`src/rtl/ext_mem_loader.sv`:
```
// ext_mem_loader
// Host-side initiator for the CPU's external memory ports. Host commands arrive
// over a valid/ready stream and become single-word writes/reads on the
// instruction memory (*_ext) or data memory (*_ext_2), or a bounded window of
// cpu_enable. Read data and RUN status return over a valid/ready response stream.
//
// Ports
//   clk, arst_n                 clock, asynchronous active-low reset
//   cmd_valid/cmd_ready         command handshake (ready only while idle)
//   cmd_op                      000 WR_I, 001 WR_D, 010 RD_I, 011 RD_D, 100 RUN, else illegal
//   cmd_addr, cmd_wdata         target address; write data or RUN cycle count
//   rsp_valid/rsp_ready         response handshake
//   rsp_data, rsp_err           read data / elapsed cycles / 0, illegal-op flag
//   busy                        FSM not idle
//   cpu_enable                  CPU run enable
//   addr_ext .. rdata_ext       instruction memory external port
//   addr_ext_2 .. rdata_ext_2   data memory external port
module ext_mem_loader #(
    parameter int DATA_W = 32,
    parameter int ADDR_W = 32,
    parameter int RD_LAT = 1,
    parameter int CNT_W  = 32
) (
    input  logic              clk,
    input  logic              arst_n,
    input  logic              cmd_valid,
    output logic              cmd_ready,
    input  logic [2:0]        cmd_op,
    input  logic [ADDR_W-1:0] cmd_addr,
    input  logic [DATA_W-1:0] cmd_wdata,
    output logic              rsp_valid,
    input  logic              rsp_ready,
    output logic [DATA_W-1:0] rsp_data,
    output logic              rsp_err,
    output logic              busy,
    output logic              cpu_enable,
    output logic [ADDR_W-1:0] addr_ext,
    output logic              wen_ext,
    output logic              ren_ext,
    output logic [DATA_W-1:0] wdata_ext,
    input  logic [DATA_W-1:0] rdata_ext,
    output logic [ADDR_W-1:0] addr_ext_2,
    output logic              wen_ext_2,
    output logic              ren_ext_2,
    output logic [DATA_W-1:0] wdata_ext_2,
    input  logic [DATA_W-1:0] rdata_ext_2
);

    localparam logic [2:0] OP_WR_I = 3'b000;
    localparam logic [2:0] OP_WR_D = 3'b001;
    localparam logic [2:0] OP_RD_I = 3'b010;
    localparam logic [2:0] OP_RD_D = 3'b011;
    localparam logic [2:0] OP_RUN  = 3'b100;

    typedef enum logic [2:0] {
        S_IDLE,
        S_WRITE,
        S_RD_REQ,
        S_RD_WAIT,
        S_RESP,
        S_RUN
    } state_t;

    state_t            state_reg, state_next;
    logic [1:0]        wen_reg, wen_next;
    logic [1:0]        ren_reg, ren_next;
    logic              port_sel_reg, port_sel_next;
    logic [2:0]        lat_cnt_reg, lat_cnt_next;
    logic [CNT_W-1:0]  run_cnt_reg, run_cnt_next;
    logic [DATA_W-1:0] rsp_data_reg, rsp_data_next;
    logic              rsp_err_reg, rsp_err_next;
    logic              cpu_enable_reg, cpu_enable_next;

    // Per-port load strobes for the address / write-data registers.
    logic [1:0]        load_addr;
    logic [1:0]        load_wdata;

    // cmd_op[0] selects the port for all memory ops: 0 = imem, 1 = dmem.
    logic              cmd_port;
    logic [CNT_W-1:0]  run_n;
    logic [DATA_W-1:0] rdata_sel;

    logic [ADDR_W-1:0] port_addr  [2];
    logic [DATA_W-1:0] port_wdata [2];
    logic [DATA_W-1:0] port_rdata [2];

    assign cmd_port      = cmd_op[0];
    assign run_n         = CNT_W'(cmd_wdata);
    assign port_rdata[0] = rdata_ext;
    assign port_rdata[1] = rdata_ext_2;
    assign rdata_sel     = port_rdata[port_sel_reg];

    // ------------------------------------------------------------------
    // State register
    // ------------------------------------------------------------------
    always_ff @(posedge clk or negedge arst_n) begin
        if (!arst_n) begin
            state_reg      <= S_IDLE;
            wen_reg        <= '0;
            ren_reg        <= '0;
            port_sel_reg   <= 1'b0;
            lat_cnt_reg    <= '0;
            run_cnt_reg    <= '0;
            rsp_data_reg   <= '0;
            rsp_err_reg    <= 1'b0;
            cpu_enable_reg <= 1'b0;
        end else begin
            state_reg      <= state_next;
            wen_reg        <= wen_next;
            ren_reg        <= ren_next;
            port_sel_reg   <= port_sel_next;
            lat_cnt_reg    <= lat_cnt_next;
            run_cnt_reg    <= run_cnt_next;
            rsp_data_reg   <= rsp_data_next;
            rsp_err_reg    <= rsp_err_next;
            cpu_enable_reg <= cpu_enable_next;
        end
    end

    // ------------------------------------------------------------------
    // Next-state and datapath control. Strobes and cpu_enable default to 0
    // so each is high only in the cycle explicitly requested below.
    // ------------------------------------------------------------------
    always_comb begin
        state_next      = state_reg;
        wen_next        = '0;
        ren_next        = '0;
        port_sel_next   = port_sel_reg;
        lat_cnt_next    = lat_cnt_reg;
        run_cnt_next    = run_cnt_reg;
        rsp_data_next   = rsp_data_reg;
        rsp_err_next    = rsp_err_reg;
        cpu_enable_next = 1'b0;
        load_addr       = '0;
        load_wdata      = '0;

        case (state_reg)
            S_IDLE: begin
                if (cmd_valid) begin
                    case (cmd_op)
                        OP_WR_I, OP_WR_D: begin
                            state_next           = S_WRITE;
                            wen_next[cmd_port]   = 1'b1;
                            load_addr[cmd_port]  = 1'b1;
                            load_wdata[cmd_port] = 1'b1;
                        end
                        OP_RD_I, OP_RD_D: begin
                            state_next          = S_RD_REQ;
                            ren_next[cmd_port]  = 1'b1;
                            load_addr[cmd_port] = 1'b1;
                            port_sel_next       = cmd_port;
                        end
                        OP_RUN: begin
                            // The elapsed count equals N, so the response word
                            // can be loaded at acceptance.
                            rsp_data_next = DATA_W'(run_n);
                            rsp_err_next  = 1'b0;
                            if (run_n == '0) begin
                                state_next = S_RESP;
                            end else begin
                                state_next      = S_RUN;
                                cpu_enable_next = 1'b1;
                                run_cnt_next    = run_n;
                            end
                        end
                        default: begin
                            state_next    = S_RESP;
                            rsp_data_next = '0;
                            rsp_err_next  = 1'b1;
                        end
                    endcase
                end
            end

            S_WRITE: begin
                state_next = S_IDLE;
            end

            S_RD_REQ: begin
                state_next   = S_RD_WAIT;
                lat_cnt_next = 3'(RD_LAT - 1);
            end

            // RD_WAIT covers the RD_LAT-1 latency cycles plus the cycle in
            // which rdata is valid; the capture happens at the end of that
            // last cycle, i.e. RD_LAT cycles after the ren cycle.
            S_RD_WAIT: begin
                if (lat_cnt_reg == 3'd0) begin
                    state_next    = S_RESP;
                    rsp_data_next = rdata_sel;
                    rsp_err_next  = 1'b0;
                end else begin
                    lat_cnt_next = lat_cnt_reg - 3'd1;
                end
            end

            // run_cnt_reg holds the enable cycles remaining, including the
            // current one.
            S_RUN: begin
                if (run_cnt_reg == CNT_W'(1)) begin
                    state_next   = S_RESP;
                    run_cnt_next = '0;
                end else begin
                    cpu_enable_next = 1'b1;
                    run_cnt_next    = run_cnt_reg - CNT_W'(1);
                end
            end

            S_RESP: begin
                if (rsp_ready) begin
                    state_next    = S_IDLE;
                    rsp_data_next = '0;
                    rsp_err_next  = 1'b0;
                end
            end

            default: begin
                state_next = S_IDLE;
            end
        endcase
    end

    // ------------------------------------------------------------------
    // Per-port address / write-data registers. A port's registers only load
    // when that port is targeted, so the idle port keeps its last values.
    // Write data loads on writes only.
    // ------------------------------------------------------------------
    genvar gi;
    generate
        for (gi = 0; gi < 2; gi = gi + 1) begin : g_port
            logic [ADDR_W-1:0] addr_reg;
            logic [DATA_W-1:0] wdata_reg;

            always_ff @(posedge clk or negedge arst_n) begin
                if (!arst_n) begin
                    addr_reg  <= '0;
                    wdata_reg <= '0;
                end else begin
                    if (load_addr[gi]) begin
                        addr_reg <= cmd_addr;
                    end
                    if (load_wdata[gi]) begin
                        wdata_reg <= cmd_wdata;
                    end
                end
            end

            assign port_addr[gi]  = addr_reg;
            assign port_wdata[gi] = wdata_reg;
        end
    endgenerate

    // ------------------------------------------------------------------
    // Outputs
    // ------------------------------------------------------------------
    assign cmd_ready   = (state_reg == S_IDLE);
    assign busy        = (state_reg != S_IDLE);
    assign rsp_valid   = (state_reg == S_RESP);
    assign rsp_data    = rsp_data_reg;
    assign rsp_err     = rsp_err_reg;
    assign cpu_enable  = cpu_enable_reg;

    assign addr_ext    = port_addr[0];
    assign wdata_ext   = port_wdata[0];
    assign wen_ext     = wen_reg[0];
    assign ren_ext     = ren_reg[0];

    assign addr_ext_2  = port_addr[1];
    assign wdata_ext_2 = port_wdata[1];
    assign wen_ext_2   = wen_reg[1];
    assign ren_ext_2   = ren_reg[1];

endmodule

```
`config.mk`:
```
export PLATFORM = sky130hd
export DESIGN_NAME = ext_mem_loader
export DESIGN_NICKNAME = d
export VERILOG_FILES = /design/src/rtl/ext_mem_loader.sv
export SDC_FILE = /design/constraint.sdc
export NUM_CORES = 1
export LEC_CHECK = 0
export ABC_AREA = 1
export CAP_MARGIN = 30
export CELL_PAD_IN_SITES_DETAIL_PLACEMENT = 1
export CELL_PAD_IN_SITES_GLOBAL_PLACEMENT = 2
export CORE_MARGIN = 2
export CORE_UTILIZATION = 23
export CTS_CLUSTER_DIAMETER = 40
export DETAILED_ROUTE_END_ITERATION = 8
export GPL_ROUTABILITY_DRIVEN = 0
export PLACE_DENSITY_LB_ADDON = 0.1
export SYNTH_ARGS = -nofsm -noshare
export SYNTH_HDL_FRONTEND = slang
export SYNTH_SLANG_ARGS = --single-unit
```
`constraint.sdc`:
```
create_clock -name clk -period 1.7 [get_ports clk]
set_clock_uncertainty 0.1 [all_clocks]
set_input_delay 0.255 -clock clk [delete_from_list [all_inputs] [get_ports clk]]
set_output_delay 0.255 -clock clk [all_outputs]
set_load 0.01 [all_outputs]
```
### Cell placement

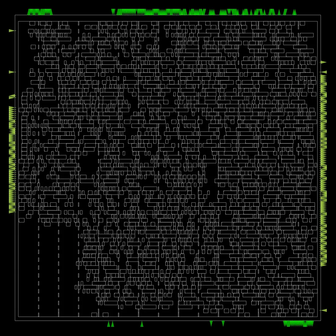
fraction of area in registers: 26.6%
core footprint: 42100 um^2

### Wiring heat map

Drawn at 2 px/um. 21 x 21 tiles, from dark blue (low) to red (high), scaled to the fullest tile. Values are wire area over tile area, all layers added.
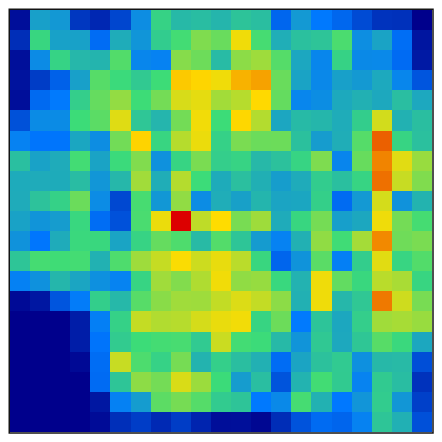
- nearly empty tiles: 5.4%
- tiles over half the peak: 33%
- emptiest ninth of the die: bottom left
- fullest tile: 0.45
- mean over tiles: 0.19
routed len/inst: 21.8 um
total track usage: 22.5%
via count: 11.0k
Post-Route WL: 52500 um

==> out/qor.csv <==
metric,value,unit
status,"finished, violations left",
violations,setup timing,
root_buffer,clkbuf_16,
critPathMostFrequentCell,buf_12,
cts_tree,built,
gr-usage-met1,28.7,%
ant_nets,0,
power.switching,13.5,mW
synth_flops,205,
avgSynthCellArea,7.68,um^2
clock-sinks,205,
grt_pass1_wl,74700,um
grt_pass1_vias,11700,
grt_overflow,0,
crit_family,buffers and inverters,
synthesis.area,9860,um^2
vias_per_cell,4.58,
fin_ws,-0.311,ns
finalCriticalPeriod,2.01,ns
comb_share,28.8,%
cts_max_path_buffers,3,
busiest_layer,met2,
use_met2,37.7,%
wl_met1,22100,um
powerDensity,1820,nW/um^2
worst_ep_required_time,2.07,ns
mux_share,0,%
max_slew_margin,59.7,%
fin_util,45.8,%
synthArstFlopShare,100,%
num-fill-cells,4835,
wl_met3,2980,um
final_cells,2405,
seq_power_share,26.0,%
internal-power,21.6,mW
yosys_warnings,0,
fp_nets,1423,
warnings,30,
flops,205,
antenna_found_initial,2,
r2r_slack,-0.31,ns
chip_area,44600,um^2
crit_fanout,7,
most_common_cell,nand2_1,
drt_iter0_drc,460,
buf_share,31.1,%
hp-class,in -> async,
topRoutingLayerUsed,met4,
rr_worst_depth,14,
postCtsSetupRepairBufs,51,
logic_family,simple AND/OR/NAND/NOR gates,
num_rows,75,
yosys-stat-area,9860,um^2
h-tree-depth,2,
dp_cells,2233,
clkPwrFrac,24.7,%
rr_startpoint,state_reg[0],
grt_max_degree,51,
ir_worst_vdd,771,uV
seq_area,5130,um^2
path_cells,inv_2 > buf_6 > nand2_4 > inv_4 > nand2_4 > buf_12 > clkinv_8 > buf_12 > nand2_8 > nor2_4 > buf_12 > clkbuf_16 > nor2_4 > a21oi_1,
cts_hold_buffers,1,
slew_violations,0,
flow.area_growth_from_synthesis,95.8,%
buffers,568,
yosys_cells,1284,
comb_area,5560,um^2
rsz0062_at_grt,true,
nets,1972,
syn_inst,1284,
critPathKind,reg -> reg,
edf_count,0,
top_area_share,52.0,%
die_w,211,um
worstReg2RegEnd,wdata_ext[5],
die_h,211,um
cp.depth,14,
max_stage_delay,0.38,ns
finalSetupViolations,203,
path_clk_slew,0.05,ns
cts_buffers,43,
yosysTopAreaCell,dfrtp_1,
fp_util,23.4,%
top_power_group,combinational cells,
leakagePower,9.16,nW
cp-startpoint,state_reg[0],
ys_seq_share,52.0,%
logic_gates,908,
common_cells,"nand2_1 (423), dfrtp_1 (205), nor2_1 (152), o21ai_0 (99), inv_1 (97)",
cts_resized,464,
clkbuf_count,58,
yosysUniqueCellTypes,33,
p_comb,17.3,mW
drc_errors,0,
### Nets reached from selected ports

Drawn at 2 px/um.
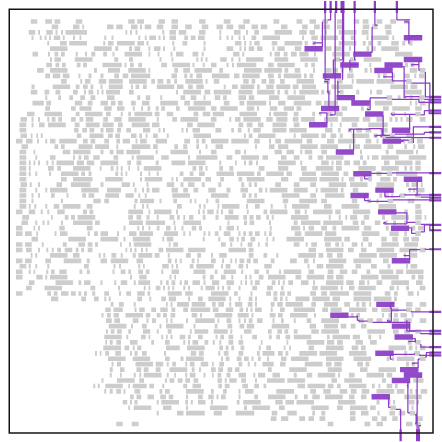
- addr_ext: purple (direction output; edge 21 right, 8 top, 3 bottom; end cells 32; buffers 32; wire 1000 um)
PortBufs: 303
io pins: 304

### Metal layers overlaid

Drawn at 2 px/um. Two of the layers only.
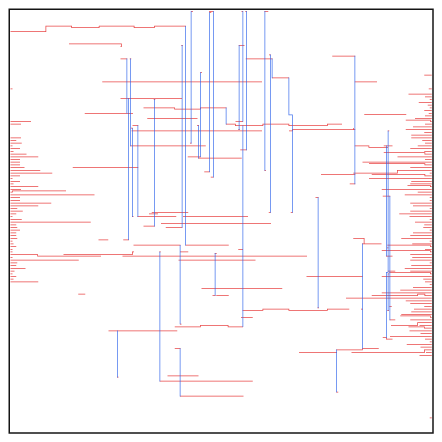
- met4: blue (wire length 1900 um)
- met3: red (wire length 2980 um)

Power figures rest on the tool's default switching activity, not on a simulated workload.
